<file path="config.mk">
export PLATFORM = sky130hd
export DESIGN_NAME = freq_meas_sched_flat
export DESIGN_NICKNAME = d
export VERILOG_FILES = /design/src/rtl/freq_meas_sched_if.sv /design/src/rtl/freq_meas_sched.sv /design/src/flat_wrapper.sv
export SDC_FILE = /design/constraint.sdc
export NUM_CORES = 1
export LEC_CHECK = 0
export ABC_CLOCK_PERIOD_IN_PS = 2200
export CELL_PAD_IN_SITES_DETAIL_PLACEMENT = 1
export CELL_PAD_IN_SITES_GLOBAL_PLACEMENT = 1
export CORE_ASPECT_RATIO = 2
export CORE_MARGIN = 3
export CORE_UTILIZATION = 35
export CTS_BUF_LIST = sky130_fd_sc_hd__clkbuf_2 sky130_fd_sc_hd__clkbuf_4 sky130_fd_sc_hd__clkbuf_8
export DETAILED_ROUTE_END_ITERATION = 7
export GPL_TIMING_DRIVEN = 0
export PLACE_DENSITY_LB_ADDON = 0.3
export SYNTH_ARGS = -nofsm -noshare
export SYNTH_HDL_FRONTEND = slang
export SYNTH_SLANG_ARGS = --single-unit
export TNS_END_PERCENT = 50
</file>
<file path="constraint.sdc">
create_clock -name clk_i -period 2.2 [get_ports clk_i]
set_input_delay 0.33 -clock clk_i [delete_from_list [all_inputs] [get_ports clk_i]]
set_output_delay 0.33 -clock clk_i [all_outputs]
set_load 0.005 [all_outputs]
</file>
<file path="src/rtl/freq_meas_sched_if.sv">
// Engine-side and result-side signals of the frequency-measurement scheduler.
// master: the scheduler (drives mux select, start/abort and the tagged result).
// slave : the engine plus result consumer (drives done strobe and measured value).
interface freq_meas_sched_if #(
    parameter int SEL_WIDTH  = 2,
    parameter int DATA_WIDTH = 9
);
    // engine control / status
    logic [SEL_WIDTH-1:0]  meas_sel_o;
    logic                  meas_start_o;
    logic                  meas_abort_o;
    logic                  meas_done_i;
    logic [DATA_WIDTH-1:0] meas_val_i;

    // tagged result
    logic                  res_valid_o;
    logic [SEL_WIDTH-1:0]  res_ch_o;
    logic [DATA_WIDTH-1:0] res_data_o;
    logic                  res_err_o;

    modport master (
        output meas_sel_o,
        output meas_start_o,
        output meas_abort_o,
        input  meas_done_i,
        input  meas_val_i,
        output res_valid_o,
        output res_ch_o,
        output res_data_o,
        output res_err_o
    );

    modport slave (
        input  meas_sel_o,
        input  meas_start_o,
        input  meas_abort_o,
        output meas_done_i,
        output meas_val_i,
        input  res_valid_o,
        input  res_ch_o,
        input  res_data_o,
        input  res_err_o
    );
endinterface

</file>
<file path="src/rtl/freq_meas_sched.sv">
// Round-robin scheduler sharing one frequency-measurement engine among CH_CNT channels.
// Latency: request pulse to engine start >= 2 clk_i cycles; grant-to-grant spacing >= 4 cycles.
// Backpressure: requests merge into one pending bit per channel; en_i low only holds off new grants.
//
// Ports: clk_i / rst_n_i (async active-low), en_i, req_i[CH_CNT], pend_o[CH_CNT], busy_o,
//        eng (freq_meas_sched_if.master): engine select/start/abort/done/value and the
//        channel-tagged result (valid strobe, channel, data, timeout error).
module freq_meas_sched #(
    parameter int CH_CNT         = 4,
    parameter int DATA_WIDTH     = 9,
    parameter int TIMEOUT_CYCLES = 1024
) (
    input  logic              clk_i,
    input  logic              rst_n_i,
    input  logic              en_i,
    input  logic [CH_CNT-1:0] req_i,
    output logic [CH_CNT-1:0] pend_o,
    output logic              busy_o,
    freq_meas_sched_if.master eng
);

    localparam int SEL_WIDTH = $clog2(CH_CNT);
    localparam int CNT_W     = $clog2(TIMEOUT_CYCLES);
    localparam logic [CNT_W-1:0]  TMO_LAST = CNT_W'(TIMEOUT_CYCLES - 1);
    localparam logic [CH_CNT-1:0] ONE_HOT0 = CH_CNT'(1);

    typedef enum logic [1:0] {
        IDLE  = 2'd0,
        START = 2'd1,
        WAIT  = 2'd2,
        DONE  = 2'd3
    } state_t;

    state_t                state_q, state_d;
    logic [SEL_WIDTH-1:0]  sel_q, sel_d;
    logic [SEL_WIDTH-1:0]  ptr_q, ptr_d;
    logic [SEL_WIDTH-1:0]  ch_q, ch_d;
    logic [CNT_W-1:0]      cnt_q, cnt_d;
    logic [CH_CNT-1:0]     pend_q, pend_d;
    logic [DATA_WIDTH-1:0] data_q, data_d;
    logic                  err_q, err_d;
    logic                  abort_q, abort_d;

    // round-robin pick
    logic [SEL_WIDTH-1:0]  grant;
    logic [SEL_WIDTH-1:0]  cand;
    logic                  grant_vld;
    int                    rr_idx;

    // Scan pointer+CH_CNT down to pointer+1 so the last hit written is the
    // first pending channel above the pointer (wrapping through CH_CNT).
    always_comb begin : rr_pick
        grant     = '0;
        grant_vld = 1'b0;
        cand      = '0;
        rr_idx    = 0;
        for (int i = CH_CNT; i >= 1; i--) begin
            rr_idx = (int'(ptr_q) + i) % CH_CNT;
            cand   = SEL_WIDTH'(rr_idx);
            if (pend_q[cand]) begin
                grant     = cand;
                grant_vld = 1'b1;
            end
        end
    end

    // next-state and datapath updates
    always_comb begin : fsm_next
        state_d = state_q;
        sel_d   = sel_q;
        ptr_d   = ptr_q;
        ch_d    = ch_q;
        cnt_d   = cnt_q;
        data_d  = data_q;
        err_d   = err_q;
        abort_d = 1'b0;
        // new requests always set their bit, including during DONE
        pend_d  = pend_q | req_i;

        case (state_q)
            IDLE: begin
                if (en_i && grant_vld) begin
                    sel_d   = grant;
                    state_d = START;
                end
            end

            START: begin
                // done strobes here are deliberately not looked at
                cnt_d   = '0;
                state_d = WAIT;
            end

            WAIT: begin
                cnt_d = cnt_q + 1'b1;
                // done has priority over a timeout landing on the same cycle
                if (eng.meas_done_i) begin
                    data_d  = eng.meas_val_i;
                    err_d   = 1'b0;
                    ch_d    = sel_q;
                    state_d = DONE;
                end else if (cnt_q == TMO_LAST) begin
                    data_d  = '0;
                    err_d   = 1'b1;
                    abort_d = 1'b1;
                    ch_d    = sel_q;
                    state_d = DONE;
                end
            end

            DONE: begin
                ptr_d   = sel_q;
                // a request arriving in this very cycle keeps the bit set
                pend_d  = (pend_q & ~(ONE_HOT0 << sel_q)) | req_i;
                state_d = IDLE;
            end

            default: begin
                state_d = IDLE;
            end
        endcase
    end

    always_ff @(posedge clk_i or negedge rst_n_i) begin : fsm_reg
        if (!rst_n_i) begin
            state_q <= IDLE;
            sel_q   <= '0;
            // pointer parked on the last channel so channel 0 wins first
            ptr_q   <= SEL_WIDTH'(CH_CNT - 1);
            ch_q    <= '0;
            cnt_q   <= '0;
            pend_q  <= '0;
            data_q  <= '0;
            err_q   <= 1'b0;
            abort_q <= 1'b0;
        end else begin
            state_q <= state_d;
            sel_q   <= sel_d;
            ptr_q   <= ptr_d;
            ch_q    <= ch_d;
            cnt_q   <= cnt_d;
            pend_q  <= pend_d;
            data_q  <= data_d;
            err_q   <= err_d;
            abort_q <= abort_d;
        end
    end

    // Abort is registered on the WAIT->DONE transition, so it coincides with
    // the error result strobe in the DONE cycle.
    assign pend_o           = pend_q;
    assign busy_o           = (state_q != IDLE);
    assign eng.meas_sel_o   = sel_q;
    assign eng.meas_start_o = (state_q == START);
    assign eng.meas_abort_o = abort_q;
    assign eng.res_valid_o  = (state_q == DONE);
    assign eng.res_ch_o     = ch_q;
    assign eng.res_data_o   = data_q;
    assign eng.res_err_o    = err_q;

    // structural invariants
    a_start_pulse: assert property (@(posedge clk_i) disable iff (!rst_n_i)
        eng.meas_start_o |=> !eng.meas_start_o);
    a_abort_err: assert property (@(posedge clk_i) disable iff (!rst_n_i)
        eng.meas_abort_o |-> (eng.res_valid_o && eng.res_err_o));
    a_valid_pulse: assert property (@(posedge clk_i) disable iff (!rst_n_i)
        eng.res_valid_o |=> !eng.res_valid_o);

endmodule

</file>
<file path="src/flat_wrapper.sv">
// flat-port wrapper written by rule: the top's interface ports become plain ports
module freq_meas_sched_flat 
#(
    parameter int CH_CNT         = 4,
    parameter int DATA_WIDTH     = 9,
    parameter int TIMEOUT_CYCLES = 1024
)
  (clk_i, rst_n_i, en_i, req_i, pend_o, busy_o, eng_meas_sel_o, eng_meas_start_o, eng_meas_abort_o, eng_meas_done_i, eng_meas_val_i, eng_res_valid_o, eng_res_ch_o, eng_res_data_o, eng_res_err_o);
  freq_meas_sched_if #(.SEL_WIDTH((2)), .DATA_WIDTH(DATA_WIDTH)) eng_i ();
  input  logic clk_i;
  input  logic rst_n_i;
  input  logic en_i;
  input  logic [CH_CNT-1:0] req_i;
  output logic [CH_CNT-1:0] pend_o;
  output logic busy_o;
  output wire logic [$bits(eng_i.meas_sel_o)-1:0] eng_meas_sel_o;
  output wire logic [$bits(eng_i.meas_start_o)-1:0] eng_meas_start_o;
  output wire logic [$bits(eng_i.meas_abort_o)-1:0] eng_meas_abort_o;
  input wire logic [$bits(eng_i.meas_done_i)-1:0] eng_meas_done_i;
  input wire logic [$bits(eng_i.meas_val_i)-1:0] eng_meas_val_i;
  output wire logic [$bits(eng_i.res_valid_o)-1:0] eng_res_valid_o;
  output wire logic [$bits(eng_i.res_ch_o)-1:0] eng_res_ch_o;
  output wire logic [$bits(eng_i.res_data_o)-1:0] eng_res_data_o;
  output wire logic [$bits(eng_i.res_err_o)-1:0] eng_res_err_o;
  assign eng_meas_sel_o = eng_i.meas_sel_o;
  assign eng_meas_start_o = eng_i.meas_start_o;
  assign eng_meas_abort_o = eng_i.meas_abort_o;
  assign eng_i.meas_done_i = eng_meas_done_i;
  assign eng_i.meas_val_i = eng_meas_val_i;
  assign eng_res_valid_o = eng_i.res_valid_o;
  assign eng_res_ch_o = eng_i.res_ch_o;
  assign eng_res_data_o = eng_i.res_data_o;
  assign eng_res_err_o = eng_i.res_err_o;
  freq_meas_sched #(.CH_CNT(CH_CNT), .DATA_WIDTH(DATA_WIDTH), .TIMEOUT_CYCLES(TIMEOUT_CYCLES)) u_core (.clk_i(clk_i), .rst_n_i(rst_n_i), .en_i(en_i), .req_i(req_i), .pend_o(pend_o), .busy_o(busy_o), .eng(eng_i));
endmodule
</file>
Figure 1. Cell classes on the final placement (run 1).
Fill, decap, tap and diode cells in gray.
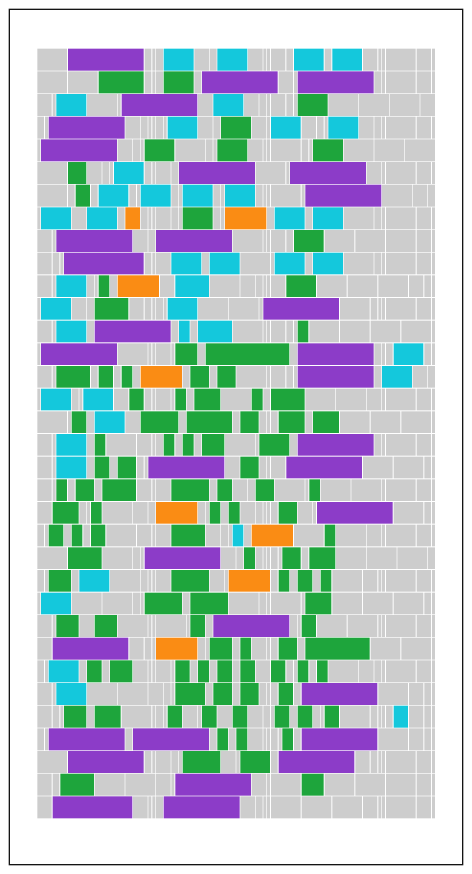
legend:
  green:
    class: remaining logic cells
    cells: 106
    share_of_their_area: 37%
  purple:
    class: registers
    cells: 33
    share_of_their_area: 39%
  orange:
    class: clock drivers and dummy loads
    cells: 8
    share_of_their_area: 4.8%
  cyan:
    class: remaining buffers and delay cells
    cells: 42
    share_of_their_area: 19%
Final Instance Area: 2170 um^2
Final Core Density: 49.2%

Figure 2. Signal metal coverage by tile (run 1).
Scale bar: 20 um. The die is cut into 11 by 21 equal tiles; dark blue is low, red is high, scaled to the fullest tile. Values are wire area over tile area, all layers added.
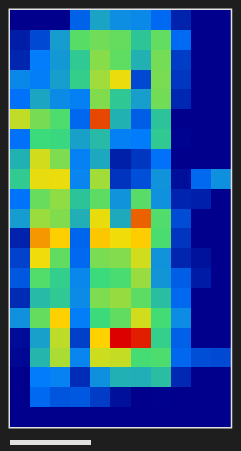
mean over tiles: 0.11
tiles over half the peak: 26%
fullest tile: 0.38
post-DR wirelength/cell: 16.8 um
routed wire length: 4080 um

==> impl_metrics.csv, run 1 <==
group,metric,value,unit
timing,period_used_share,90.7,%
setup_path,arrival,1.67,ns
yosys,ys.flop_type,"dfrtp_1",
layout,diodes,0,
die,fp_util,36.8,%
cts,clk_pin_slew_worst_paths,0.07,ns
routing,first_pass_iters,3,
job,drv_cap,0,
yosys,avgSynthCellArea,11.4,um^2
timing,tightest_slew,0.737,ns
yosys,ys_chip_area,1630,um^2
yosys,most_common_cell,"dfrtp_1",
yosys,fp_nets,166,
die,die-area,5560,um^2
layout,logic_area,746,um^2
placement,place_hpwl,3170,um
timing,hold_violations,0,
power,pwr-share-comb,44.5,%
outcome,outcome,"finished clean",
timing,worst_slack,0.204,ns
routing,via_per_inst,5.30,
layout,area_growth,33.4,%
yosys,syn_area,1630,um^2
yosys,postSynthCellCount,143,
routing,drtAntennaViolNets,0,
power,swShare,34.8,%
die,num_io_pins,39,
layout,n_clock_buffer,7,
layout,n_all_buffers,42,
timing,relSlewSlack,50.9,%
layout,sh_comb_area,34.3,%
power,power.group.top,"combinational cells",
yosys,ys_seq_share,50.8,%
timing,finalMaxSlewViolations,0,
layout,dominant_cells,"flip-flops and latches",
power,p_comb,1.20,mW
yosys,yosysWarnings,0,
cts,ctsHoldBuffers,0,
timing,hold_slack,0.104,ns
global_routing,grt_antenna_before_repair,0,
power,internal_power,1.76,mW
placement,gp_congestion,0.735,
routing,via_count,1288,
routing,wl_met3,101,um
routing,wl_met1,1440,um
cts,cts-resized-gates,0,
yosys,synth.distinct_cells,42,
timing,period_minus_slack,2.00,ns
global_routing,grt_pass1_vias,1447,
layout,num-nonclk-inverters,7,
die,nWellTaps,54,
die,die_h,103,um
cts,cts_buffer_depth,2,
power,p_switching,0.938,mW
setup_path,start_kind,"flop",
timing,fin_worst_skew,0.00634,ns
placement,portBuffers,38,
cts,htree_levels,2,
layout,design.seq.count,33,
power,p_leak,0.919,nW
timing,setup_viol,0,
routing,routed.top_layer,"met4",
cts,clock-sinks,33,
setup_path,path_max_fanout,4,
yosys,post-synth-top-area-cell,"dfrtp_1",
layout,instances_no_fill,243,
layout,clockNetworkAreaShare,4.66,%
cts,root_buffer,"clkbuf_8",
yosys,edf_count,0,
yosys,common_cells,"31 x dfrtp_1, 12 x nand2_1, 10 x o21ai_0",
global_routing,grt_pass1_wl,6800,um
yosys,async_reset_ff_share,100,%
layout,comb_cells,99,
routing,dr_wl_met2,2420,um
timing,grt_setup_unrepaired,"false",
power,seq_power,0.993,mW
cts,cts_buffers,5,
power,seq_power_share,36.8,%
power,irDropWorstVdd,0.000695,V
yosys,yosys_cells,143,
layout,regMostFlops,"u_core.cnt_q",
global_routing,track_usage,17.0,%
layout,largest_reg_flops,10,
cts,post-cts-setup-buffers,0,
power,power.density,1240,nW/um^2
setup_path,critPathKind,"flop to primary output",
power,pg_clk,0.505,mW
layout,buf_share,18.6,%
yosys,top_area_share,47.6,%
layout,flop_area,828,um^2
die,fp.coreArea,4420,um^2
routing,first_iter_violations,2,
global_routing,grt-ovfl-total,0,
timing,max_freq,501,MHz
placement,place_area,2070,um^2
routing,drc,0,
die,die_w,54.3,um
setup_path,critPathCaptureType,"primary output",
job,tool_warnings,30,
Figure 3. Metal 3 (run 1).
Scale bar: 20 um.
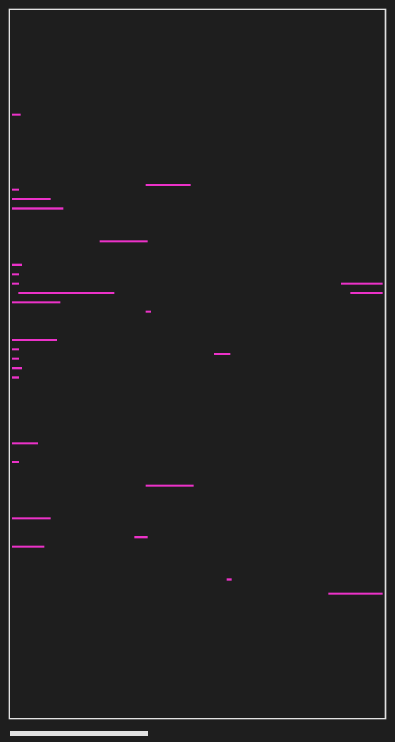
share of all routed wire: 2.5%
longest straight run: 13.6 um
nets with wire on the layer: 22
main direction: horizontal

Figure 4. The metal 1 layer (run 1).
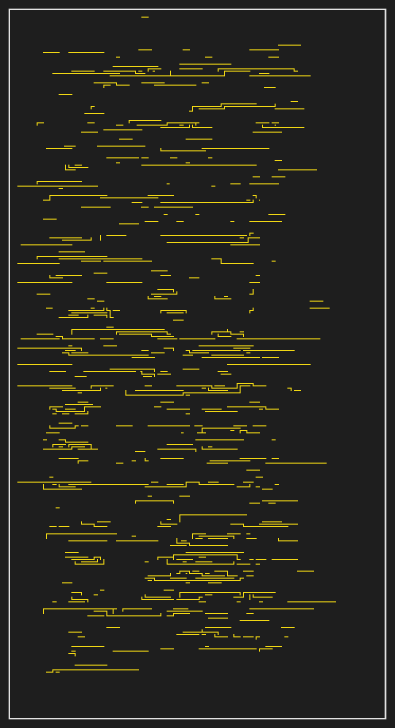
longest straight run: 16.6 um
main direction: horizontal
nets with wire on the layer: 187

run 1: final timing paths:
check / start / end / slack [ns] / cells after the start
setup / recovery: u_core.state_q[0] / busy_o / 0.20 / 4
hold / removal: rst_n_i / u_core.cnt_q[4] / 0.10 / 1
setup reg to reg: u_core.state_q[0] / u_core.eng.res_ch_o[1] / 0.42 / 6
hold reg to reg: u_core.eng.res_data_o[6] / u_core.eng.res_data_o[6] / 0.51 / 1
max in group asynchronous: rst_n_i / u_core.eng.res_data_o[7] / 1.62 / 1
min in group clk_i: u_core.eng.res_data_o[6] / u_core.eng.res_data_o[6] / 0.51 / 1
run 1: cells by family (layout without fill, tap and decap cells):
logic type	after synthesis	in the layout	synth area share, %
AND-OR/OR-AND	37	37	18.0
XOR/XNOR	3	3	1.61
flip-flops	33	33	50.8
AND/OR/NAND/NOR	45	45	15.9
adder cells (fa/ha/maj)	6	6	4.60
buffers and inverters	11	57	3.45
multiplexers	8	8	5.60
run 1: worst max-delay path, stage by stage, from the launching register on:
cell and delay [ns]:
dfrtp_1 0.40, inv_1 0.11, ha_1 0.25, inv_1 0.12, clkdlybuf4s50_1 0.52
run 1: layout by cell type (no fill, tap or decap), types with 2 or more instances in the layout:
cell type	count
a21o_1	4
ha_1	6
a22o_2	9
nor2_1	6
clkdlybuf4s50_1	37
a21oi_1	4
xnor2_1	2
o21ai_0	10
dfstp_2	2
dfrtp_1	31
nand2_1	12
mux2i_1	2
and3_1	2
mux2_2	4
nand3_1	7
buf_6	2
clkbuf_1	2
nor3_1	2
inv_1	7
clkbuf_8	7
nand2b_1	3
nor2b_1	3
nor4_1	2
run 1: per-layer routing:
metal  GRT usage [%]  vias up
li1                -      604
met1            17.1      647
met2            32.1       28
met3            2.46        9
met4            7.87        0
met5               0        -
==> run 1 -> run 2 <==
--- a/config.mk
+++ b/config.mk
@@ -15,6 +15,7 @@
 export DETAILED_ROUTE_END_ITERATION = 7
 export GPL_TIMING_DRIVEN = 0
 export PLACE_DENSITY_LB_ADDON = 0.3
+export RECOVER_POWER = 100
 export SYNTH_ARGS = -nofsm -noshare
 export SYNTH_HDL_FRONTEND = slang
 export SYNTH_SLANG_ARGS = --single-unit
==> impl_metrics.csv, run 2 <==
group,metric,value,unit
yosys,post-synth-top-area-cell,"dfrtp_1",
die,die-area,5560,um^2
timing,period_used_share,89.8,%
yosys,aoi_share,18.0,%
layout,design_area,2130,um^2
timing,period_minus_slack,1.98,ns
die,num_io_pins,39,
placement,place_area,2070,um^2
layout,largest_reg_flops,10,
yosys,yosys_cells,143,
setup_path,regToRegSetupSlack,0.23,ns
power,power.density,1220,nW/um^2
setup_path,arrival,1.65,ns
yosys,most_common_cell,"dfrtp_1",
timing,worst_slack,0.223,ns
yosys,ys_chip_area,1630,um^2
yosys,synthAdderAreaFrac,4.60,%
routing,wire_per_inst,16.7,um
yosys,async_reset_ff_share,100,%
timing,fin_worst_skew,0.00592,ns
layout,area_growth,30.5,%
layout,final_core_util,48.1,%
power,p_leak,0.922,nW
yosys,ys_seq_share,50.8,%
timing,tightest_slew,1.77,ns
timing,hold_violations,0,
outcome,outcome,"complete, but fails checks",
timing,relSlewSlack,-18.1,%
cts,root_buffer,"clkbuf_8",
placement,portBuffers,38,
yosys,postSynthCellCount,143,
yosys,synth.distinct_cells,42,
global_routing,grt_pass1_wl,6800,um
yosys,ys_sh_xor,1.61,%
layout,diodes,0,
yosys,yosysWarnings,0,
job,drv_cap,1,
cts,ctsHoldBuffers,0,
routing,first_pass_iters,4,
yosys,ys.flop_type,"dfrtp_1",
placement,place_hpwl,3170,um
die,fp_util,36.8,%
cts,cts_buffer_depth,2,
routing,via_per_inst,5.29,
layout,logic_area,699,um^2
timing,hold_slack,0.500,ns
placement,gp_congestion,0.735,
setup_path,path_max_fanout,4,
cts,clock-sinks,33,
routing,drtAntennaViolNets,0,
yosys,syn_area,1630,um^2
yosys,synthTopLogicFamily,"AND-OR/OR-AND gates",
outcome,violations,"max-capacitance violations, max-slew violations",
layout,lay_top_cells,"31 x dfrtp_1, 21 x dlygate4sd3_1, 16 x clkdlybuf4s50_1, 12 x nand2_1, 10 x o21ai_0",
global_routing,track_usage,17.0,%
timing,finalMaxSlewViolations,34,
setup_path,critPathCaptureType,"primary output",
yosys,avgSynthCellArea,11.4,um^2
global_routing,grt-ovfl-total,0,
cts,post-cts-setup-buffers,0,
cts,clk_pin_slew_worst_paths,0.07,ns
timing,setup_viol,0,
yosys,fp_nets,166,
yosys,common_cells,"31 x dfrtp_1, 12 x nand2_1, 10 x o21ai_0",
-- run 2: cell types whose count changed in the layout (fill, tap and decap cells not counted), sizes merged --
cell           delta
clkdlybuf4s50    -21
buf               -1
dlygate4sd3      +21
clkbuf            +1
-- run 2: path summary, 6_finish.rpt --
| path | end | start | cells after the start |
|---|---|---|---|
| worst max-delay path | busy_o | u_core.state_q[0] | 4 |
| worst min-delay path | u_core.eng.res_data_o[6] | u_core.eng.res_data_o[6] | 1 |
| worst max register to register | u_core.eng.res_ch_o[1] | u_core.cnt_q[0] | 6 |
| worst min register to register | u_core.eng.res_data_o[6] | u_core.eng.res_data_o[6] | 1 |
| max in group asynchronous | u_core.eng.res_data_o[7] | rst_n_i | 1 |
| min in group asynchronous | u_core.cnt_q[4] | rst_n_i | 1 |
-- run 2: cell families after synthesis --
logic type,count (synthesis)
simple gates,45
buf+inv,11
xor+xnor,3
mux,8
fa+ha+maj,6
flops,33
compound gates,37
-- run 2: critical path: stages, from the launching register on --
cell and delay (ns):
dfrtp_1 0.40, inv_1 0.11, ha_1 0.25, inv_1 0.10
clkdlybuf4s50_1 0.51
-- run 2: cell type report --
type                            count  area share [%]
Buffer                              4            1.41
Clock buffer                        7            4.53
Clock inverter                      1           0.235
Inverter                            7            1.24
Multi-Input combinational cell     99            32.9
Sequential cell                    33            38.9
Tap cell                           54            3.18
Timing Repair Buffer               38            17.6
-- run 2: metal layers --
metal	routed length (um)	GRT usage, %	part of all wire, %
met1	1430	17.1	35
met2	2410	32.1	59
met3	101	2.46	2.5
met4	109	7.87	2.7
met5	0	0	0
-- run 2: where the power goes --
group	internal, mW	switching, mW	total [mW]
clock	0.283	0.221	0.504
combinational	0.592	0.516	1.11
sequential	0.804	0.177	0.981
total	1.68	0.914	2.59
Figure 5. The metal 1 layer (run 2).
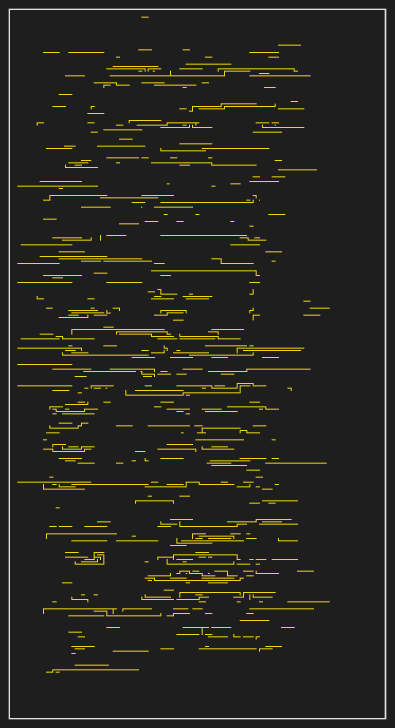
wire length on this layer: 1,430 um
nets with wire on the layer: 188
share of all routed wire: 35%
longest straight run: 16.6 um
main direction: horizontal
met1 Use GR: 17.1%
DR vias: 1,286

Figure 6. Metal 3 (run 2).
Scale bar: 20 um.
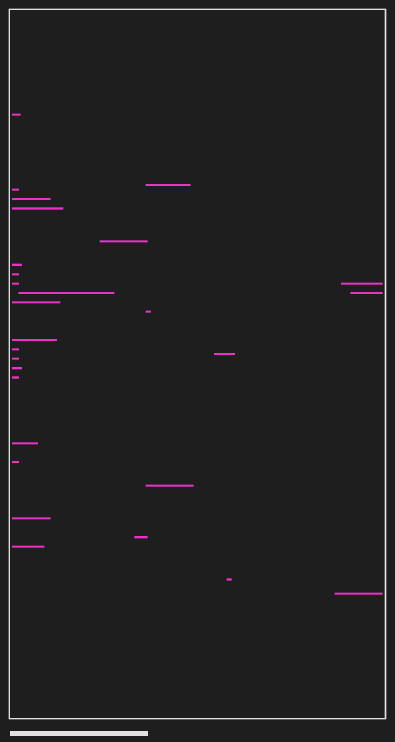
longest straight run: 13.6 um
wire length on this layer: 101 um
nets with wire on the layer: 22
main direction: horizontal
share of all routed wire: 2.5%
met3 Use GR: 2.46%
routed wire length: 4050 um

No activity file was given, so power comes from the tool's default toggle rates.
